$ cat config.mk
export PLATFORM = sky130hd
export DESIGN_NAME = pkt_dsc_dispatcher
export DESIGN_NICKNAME = d
export VERILOG_FILES = /design/src/rtl/pkt_dsc_dispatcher_pkg.sv /design/src/rtl/pkt_dsc_dispatcher_dsc_req_fifo.sv /design/src/rtl/pkt_dsc_dispatcher.sv
export SDC_FILE = /design/constraint.sdc
export NUM_CORES = 1
export LEC_CHECK = 0
export CAP_MARGIN = 5
export CORE_UTILIZATION = 52
export CTS_CLUSTER_DIAMETER = 80
export DETAILED_ROUTE_END_ITERATION = 10
export PLACE_DENSITY = 0.76
export SKIP_LAST_GASP = 1
export SYNTH_ARGS = -nofsm -noshare
export SYNTH_HDL_FRONTEND = slang
export SYNTH_HIERARCHICAL = 1
export SYNTH_SLANG_ARGS = --single-unit
$ cat constraint.sdc
create_clock -name clk -period 8.8 [get_ports clk]
set_input_delay 0.88 -clock clk [delete_from_list [all_inputs] [get_ports clk]]
set_output_delay 0.88 -clock clk [all_outputs]
set_load 0.05 [all_outputs]
$ cat src/rtl/pkt_dsc_dispatcher_pkg.sv
// Shared PCIe constants and metadata types used by the packet/descriptor
// dispatch path.
package pkt_dsc_dispatcher_pkg;

   localparam int QUEUE_ID_W      = 12;
   localparam int PTR_W           = 26;
   localparam int PKT_SIZE_W      = 16;
   localparam int FLIT_BYTES      = 64;
   localparam int FLIT_BYTES_LOG2 = 6;

   // Ring-buffer pointer pair of a packet queue, in flits.
   typedef struct packed {
      logic [PTR_W-1:0] head;
      logic [PTR_W-1:0] tail;
   } pkt_q_state_t;

   // Packet metadata annotated by the queue manager.
   typedef struct packed {
      logic [QUEUE_ID_W-1:0] pkt_queue_id;
      logic [QUEUE_ID_W-1:0] dsc_queue_id;
      pkt_q_state_t          pkt_q_state;
      logic [PKT_SIZE_W-1:0] size;
      logic                  needs_dsc;
   } pkt_meta_with_queues_t;

   // Descriptor request: which queues, and where the packet tail ends up.
   typedef struct packed {
      logic [QUEUE_ID_W-1:0] pkt_queue_id;
      logic [QUEUE_ID_W-1:0] dsc_queue_id;
      logic [PTR_W-1:0]      new_tail;
   } dsc_req_t;

endpackage

$ cat src/rtl/pkt_dsc_dispatcher_dsc_req_fifo.sv
// First-word-fall-through FIFO with synchronous reset and occupancy output.
// Full-state admission is computed from the registered occupancy only, so
// push_ready never depends on pop_ready.
module dsc_req_fifo
   import pkt_dsc_dispatcher_pkg::*;
#(
   parameter int DEPTH  = 16,
   parameter int DATA_W = $bits(dsc_req_t)
) (
   input  logic                     clk,
   input  logic                     rst,
   input  logic                     push_valid,
   input  logic [DATA_W-1:0]        push_data,
   output logic                     push_ready,
   output logic                     pop_valid,
   output logic [DATA_W-1:0]        pop_data,
   input  logic                     pop_ready,
   output logic [$clog2(DEPTH):0]   occup
);

   localparam int ADDR_W = $clog2(DEPTH);
   localparam logic [ADDR_W:0] DEPTH_C = (ADDR_W+1)'(DEPTH);
   localparam logic [ADDR_W:0] OCC_ONE = (ADDR_W+1)'(1);
   localparam logic [ADDR_W-1:0] PTR_ONE = ADDR_W'(1);

   logic [DATA_W-1:0] mem_q [DEPTH];
   logic [ADDR_W-1:0] wr_ptr_q, wr_ptr_d;
   logic [ADDR_W-1:0] rd_ptr_q, rd_ptr_d;
   logic [ADDR_W:0]   occup_q, occup_d;
   logic              do_push;
   logic              do_pop;

   assign push_ready = (occup_q != DEPTH_C);
   assign pop_valid  = (occup_q != '0);
   assign pop_data   = mem_q[rd_ptr_q];
   assign occup      = occup_q;
   assign do_push    = push_valid && push_ready;
   assign do_pop     = pop_valid && pop_ready;

   // Next-state pointers and occupancy from this cycle's push/pop.
   always_comb begin
      wr_ptr_d = wr_ptr_q;
      rd_ptr_d = rd_ptr_q;
      occup_d  = occup_q;
      if (do_push) wr_ptr_d = wr_ptr_q + PTR_ONE;
      if (do_pop)  rd_ptr_d = rd_ptr_q + PTR_ONE;
      case ({do_push, do_pop})
         2'b10:   occup_d = occup_q + OCC_ONE;
         2'b01:   occup_d = occup_q - OCC_ONE;
         default: occup_d = occup_q;
      endcase
   end

   // Control state; reset empties the FIFO in one cycle.
   always_ff @(posedge clk) begin
      if (rst) begin
         wr_ptr_q <= '0;
         rd_ptr_q <= '0;
         occup_q  <= '0;
      end else begin
         wr_ptr_q <= wr_ptr_d;
         rd_ptr_q <= rd_ptr_d;
         occup_q  <= occup_d;
      end
   end

   // Storage; contents are meaningless while the slot is unoccupied.
   always_ff @(posedge clk) begin
      if (do_push) mem_q[wr_ptr_q] <= push_data;
   end

endmodule

$ cat src/rtl/pkt_dsc_dispatcher.sv
// Forks the queue-manager metadata stream into a packet-write stream (every
// packet) and a descriptor-request stream (packets flagged needs_dsc), with
// the post-write tail pointer computed here. Both streams advance together:
// a packet is only taken when its descriptor (if any) also has room.
module pkt_dsc_dispatcher
   import pkt_dsc_dispatcher_pkg::*;
#(
   parameter int DSC_FIFO_DEPTH = 16
) (
   input  logic                              clk,
   input  logic                              rst,
   input  pkt_meta_with_queues_t             in_meta_data,
   input  logic                              in_meta_valid,
   output logic                              in_meta_ready,
   output pkt_meta_with_queues_t             out_pkt_meta_data,
   output logic                              out_pkt_meta_valid,
   input  logic                              out_pkt_meta_ready,
   output dsc_req_t                          out_dsc_req_data,
   output logic                              out_dsc_req_valid,
   input  logic                              out_dsc_req_ready,
   input  logic [PTR_W-1:0]                  rb_size,
   output logic [$clog2(DSC_FIFO_DEPTH):0]   dsc_fifo_occup,
   output logic [31:0]                       pkt_cnt,
   output logic [31:0]                       dsc_cnt,
   output logic [31:0]                       dsc_stall_cnt
);

   // Flit count of a packet, rounding any partial 64 B flit up.
   function automatic logic [PTR_W:0] flits_of(input logic [PKT_SIZE_W-1:0] size);
      logic [PKT_SIZE_W:0] rounded;
      rounded = {1'b0, size} + (PKT_SIZE_W+1)'(FLIT_BYTES - 1);
      return (PTR_W+1)'(rounded >> FLIT_BYTES_LOG2);
   endfunction

   // Single-subtraction wrap of a tail sum into a ring of rb flits; the ring
   // size need not be a power of two.
   function automatic logic [PTR_W-1:0] wrap_tail(input logic [PTR_W:0]   sum,
                                                  input logic [PTR_W-1:0] rb);
      logic [PTR_W:0] rb_ext;
      logic [PTR_W:0] diff;
      rb_ext = {1'b0, rb};
      diff   = sum - rb_ext;
      return (sum >= rb_ext) ? diff[PTR_W-1:0] : sum[PTR_W-1:0];
   endfunction

   pkt_meta_with_queues_t out_pkt_data_q, out_pkt_data_d;
   logic                  out_pkt_vld_q, out_pkt_vld_d;
   logic [31:0]           pkt_cnt_q, pkt_cnt_d;
   logic [31:0]           dsc_cnt_q, dsc_cnt_d;
   logic [31:0]           dsc_stall_cnt_q, dsc_stall_cnt_d;

   dsc_req_t              dsc_req_in;
   logic [PTR_W:0]        tail_sum;
   logic                  pkt_stage_free;
   logic                  fifo_has_room;
   logic                  accept;
   logic                  dsc_push;
   logic                  dsc_pop;

   // Packet register can take a new packet if empty or draining this cycle.
   assign pkt_stage_free = !out_pkt_vld_q || out_pkt_meta_ready;
   assign in_meta_ready  = !rst && pkt_stage_free &&
                           (!in_meta_data.needs_dsc || fifo_has_room);
   assign accept         = in_meta_valid && in_meta_ready;
   assign dsc_push       = accept && in_meta_data.needs_dsc;
   assign dsc_pop        = out_dsc_req_valid && out_dsc_req_ready;

   // Descriptor request built from the incoming packet and the ring size.
   always_comb begin
      tail_sum                = {1'b0, in_meta_data.pkt_q_state.tail} +
                                flits_of(in_meta_data.size);
      dsc_req_in.pkt_queue_id = in_meta_data.pkt_queue_id;
      dsc_req_in.dsc_queue_id = in_meta_data.dsc_queue_id;
      dsc_req_in.new_tail     = wrap_tail(tail_sum, rb_size);
   end

   dsc_req_fifo #(
      .DEPTH  (DSC_FIFO_DEPTH),
      .DATA_W ($bits(dsc_req_t))
   ) u_dsc_req_fifo (
      .clk        (clk),
      .rst        (rst),
      .push_valid (dsc_push),
      .push_data  (dsc_req_in),
      .push_ready (fifo_has_room),
      .pop_valid  (out_dsc_req_valid),
      .pop_data   (out_dsc_req_data),
      .pop_ready  (out_dsc_req_ready),
      .occup      (dsc_fifo_occup)
   );

   // Packet output register: load on accept, hold until the consumer takes it.
   always_comb begin
      out_pkt_vld_d  = out_pkt_vld_q;
      out_pkt_data_d = out_pkt_data_q;
      if (accept) begin
         out_pkt_vld_d  = 1'b1;
         out_pkt_data_d = in_meta_data;
      end else if (out_pkt_meta_ready) begin
         out_pkt_vld_d  = 1'b0;
      end
   end

   // Statistics counters, free-running modulo 2^32.
   always_comb begin
      pkt_cnt_d       = pkt_cnt_q;
      dsc_cnt_d       = dsc_cnt_q;
      dsc_stall_cnt_d = dsc_stall_cnt_q;
      if (accept)  pkt_cnt_d = pkt_cnt_q + 32'd1;
      if (dsc_pop) dsc_cnt_d = dsc_cnt_q + 32'd1;
      if (in_meta_valid && in_meta_data.needs_dsc && !fifo_has_room)
         dsc_stall_cnt_d = dsc_stall_cnt_q + 32'd1;
   end

   // Control state: output valid and counters.
   always_ff @(posedge clk) begin
      if (rst) begin
         out_pkt_vld_q   <= 1'b0;
         pkt_cnt_q       <= '0;
         dsc_cnt_q       <= '0;
         dsc_stall_cnt_q <= '0;
      end else begin
         out_pkt_vld_q   <= out_pkt_vld_d;
         pkt_cnt_q       <= pkt_cnt_d;
         dsc_cnt_q       <= dsc_cnt_d;
         dsc_stall_cnt_q <= dsc_stall_cnt_d;
      end
   end

   // Packet payload register; qualified by out_pkt_vld_q, so not reset.
   always_ff @(posedge clk) begin
      out_pkt_data_q <= out_pkt_data_d;
   end

   assign out_pkt_meta_valid = out_pkt_vld_q;
   assign out_pkt_meta_data  = out_pkt_data_q;
   assign pkt_cnt            = pkt_cnt_q;
   assign dsc_cnt            = dsc_cnt_q;
   assign dsc_stall_cnt      = dsc_stall_cnt_q;

endmodule

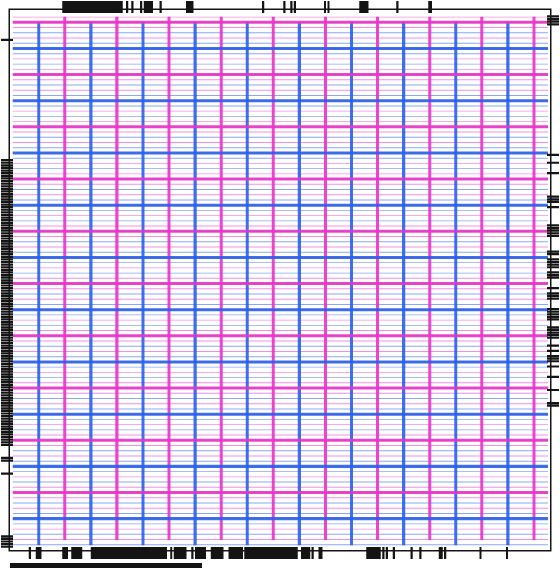
Run 1: floorplan with the power grid
Bar = 100 um. Pins as bars on the die edge.
magenta -> VDD
blue -> VSS
met5 straps = 20
met1 rails = 102
rows = 101

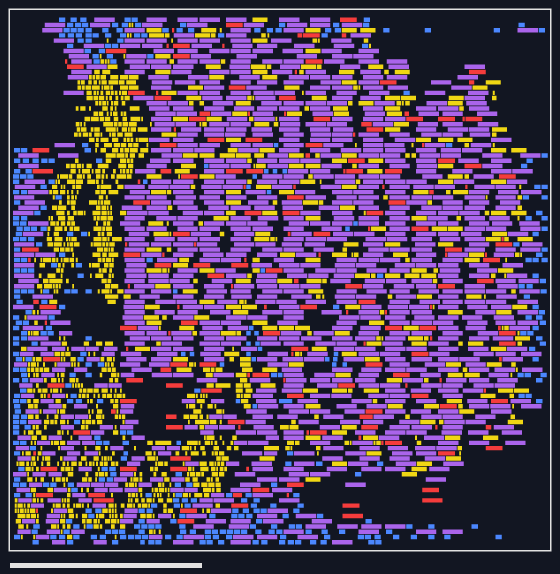
Run 1: cell classes on the final placement
Bar = 100 um.
red -> clock drivers and dummy loads  # cells 186, share of their area 6.8%
blue -> remaining buffers and delay cells  # cells 405, share of their area 8.4%
purple -> registers  # cells 1007, share of their area 61%
yellow -> remaining logic cells  # cells 1190, share of their area 24%

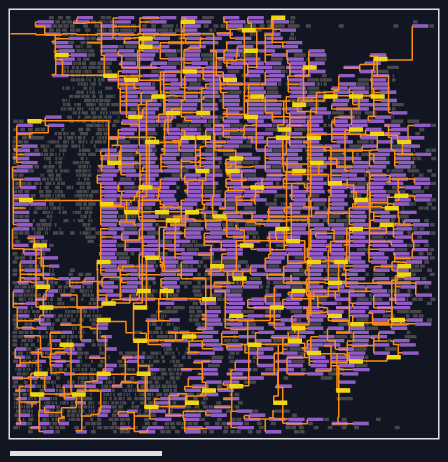
Run 1: clock network drawn from the DEF
Bar = 100 um.
purple -> flip-flops  # count 1007
yellow -> clock-net drivers  # count 101
orange -> clock wires  # length 10900 um
routed clock nets = 102

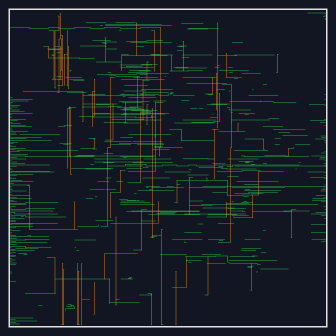
Run 1: metal layers overlaid
Two of the layers only.
orange -> M4  # wire length 2850 um
green -> M3  # wire length 8050 um

run 1: state kept, by name (all words and copies together) (netlist names), named ones only:
name,flops
u_dsc_req_fifo/mem_q,800
out_pkt_meta_data,93
dsc_cnt,32
dsc_stall_cnt,32
pkt_cnt,32
u_dsc_req_fifo/occup,5
u_dsc_req_fifo/rd_ptr_q,4
u_dsc_req_fifo/wr_ptr_q,4
out_pkt_meta_valid,1
run 1: metrics by stage:
step,power (uW),utilization,hold WS (ns),area (um^2)
3_3_place_gp,7750,0.594,0.477,45500
4_1_cts,11900,0.636,0.511,48700
6_report,11900,0.637,0.511,48700
5_1_grt,12300,0.637,0.517,48700
3_5_place_dp,7810,0.594,0.500,45500
2_1_floorplan,7160,-,0.495,40500
==> notes.md, run 1 <==
impl run done, here's what came out: relative contribution of combinational cells to total power 0.186, cell repeated most along the worst path sky130_fd_sc_hd__nand3_1, Placed Cells incl. Taps 3632, XOR-XNOR Cells, Area Fraction 0.0303, synth-to-layout area growth 20.3%, estimated wirelength of the detail-placed design 54000 um, kind of end point of the critical path flop, end of the worst register-to-register path u_dsc_req_fifo/mem_q[6][26]$_DFFE_PP_, GR Overflow Total 0, Diodes inserted 2, kind of start point of the critical path input port, clock skew after layout 0.0224 ns, maximum net fanout on the critical path 23, Final setup violation count 0, number of antenna violations at the first check in global routing 4, share of cells above drive strength 1 0.156, relative contribution of the clock network to total power 0.350, worst endpoint data arrival time 7.69 ns, number of levels the H-tree was split into 3, outcome finished, final reports clean, area of the die 79000 um^2, invs w/o clock 60, final slew viol count 0, worst skew pair latency 0.67 ns, power in the clock group 4150 uW, count of boundary I/O pins 371, leading cell types in the layout, fill and taps excluded sky130_fd_sc_hd__edfxtp_1 (893), sky130_fd_sc_hd__clkdlybuf4s50_1 (369), sky130_fd_sc_hd__mux4_2 (200), total number of warnings across the stage logs 32, number of hold-slack violations in the final timing report 0, die extent in y 281 um, CTS tree done
Run 1, placement view:
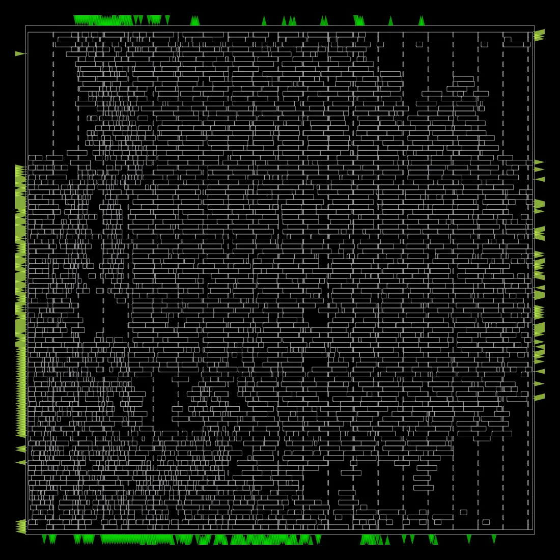

==> run 2, diff against run 1 <==
CORE_UTILIZATION = 57   (was 52)
PLACE_DENSITY = 0.79   (was 0.76)
clock period = 7.3 ns   (was 8.8 ns; I/O delays follow)
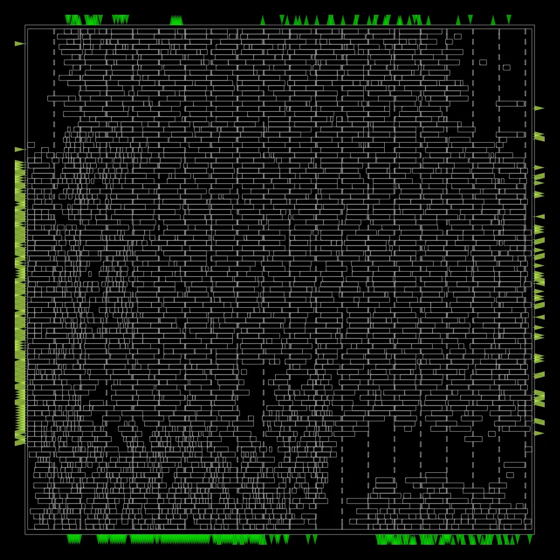
Run 2: placement view
number of tap cells added at floorplan: 940
standard-cell row count: 97
sequential cell count of the final layout: 1007

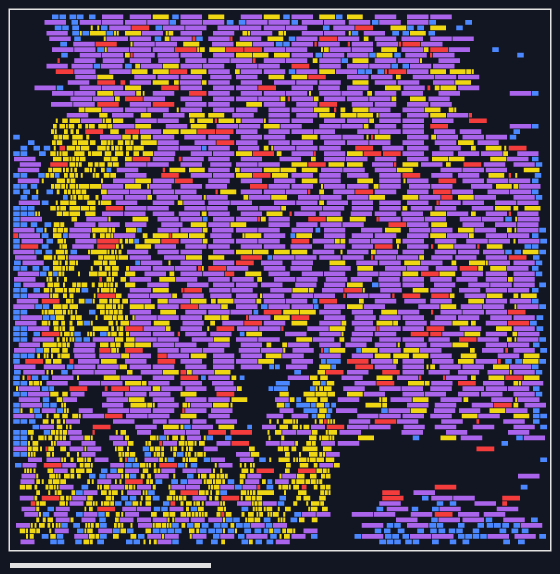
Run 2: cell classes on the final placement
Bar = 100 um.
blue -> remaining buffers and delay cells  # cells 415, share of their area 8.6%
purple -> registers  # cells 1007, share of their area 61%
yellow -> remaining logic cells  # cells 1190, share of their area 23%
red -> clock drivers and dummy loads  # cells 189, share of their area 7.1%

==> run 2 against run 1 <==
Sequential power grew about 20%. Power grew 23%. Sequential share of layout area is 0.20 points lower. Utilization grew 6.1 points. Global-route usage up 2.9 points. Clock power grew 26%. Clock skew shrank 0.0018 ns. Cell count is 2.1% lower. Synthesized cell count unchanged. Largest power group unchanged.
==> notes.md, run 2 <==
impl run done, here's what came out: post-layout power 14500 uW (+23%), kind of start point of the critical path input port, total number of warnings across the stage logs 33 (+3.1%), synth-to-layout area growth 20.7%, number of hold-slack violations in the final timing report 0 (unchanged), Final setup violation count 0 (unchanged), instance area after placement 45500 um^2 (about the same), utilization of the core after routing 0.697 (+0.0607), final slew viol count 0 (unchanged), estimated wirelength of the detail-placed design 52700 um (-2.5%), final hold slack 0.443 ns (-0.0674 ns), Placed Cells incl. Taps 3552 (-2.2%), final cell area excluding filler cells 48900 um^2 (+0.34%), relative contribution of combinational cells to total power 0.186 (about the same), outcome finished, final reports clean, power in the clock group 5230 uW (+26%), maximum net fanout on the critical path 16 (-30%), number of antenna violations at the first check in global routing 0 (-4), worst skew pair latency 0.66 ns (about the same), relative contribution of the clock network to total power 0.359 (+0.009), share of cells above drive strength 1 0.162 (+0.00570), number of levels the H-tree was split into 3 (unchanged), end of the worst register-to-register path u_dsc_req_fifo/mem_q[1][32]$_DFFE_PP_
-- run 2: worst max-delay path: cells and delay by family --
family	cells	cell delay, ns
mux	1	0.51
simple gates	9	1.57
compound gates	9	2.33
xor+xnor	2	0.37
fa+ha+maj	2	0.73
buf+inv	2	0.66
-- run 2: layout make-up --
class,instances,area [um^2],share of cell area
clock buffer,121,2670,0.0545
clock inverter,68,707,0.0145
inverter,60,225,0.00460
multi-input combinational,1130,10900,0.223
sequential,1007,29100,0.595
tap,940,1180,0.0240
timing repair buffer,415,4100,0.0839
-- run 2: cells by family (layout without fill, tap and decap cells) --
family,after synthesis,after routing,synth area share
fa+ha+maj,50,50,0.0158
xor+xnor,140,140,0.0303
buf+inv,158,664,0.0161
simple gates,466,466,0.0549
compound gates,243,243,0.0435
flops,1007,1007,0.718
mux,231,231,0.121
No activity file was given, so power comes from the tool's default toggle rates.
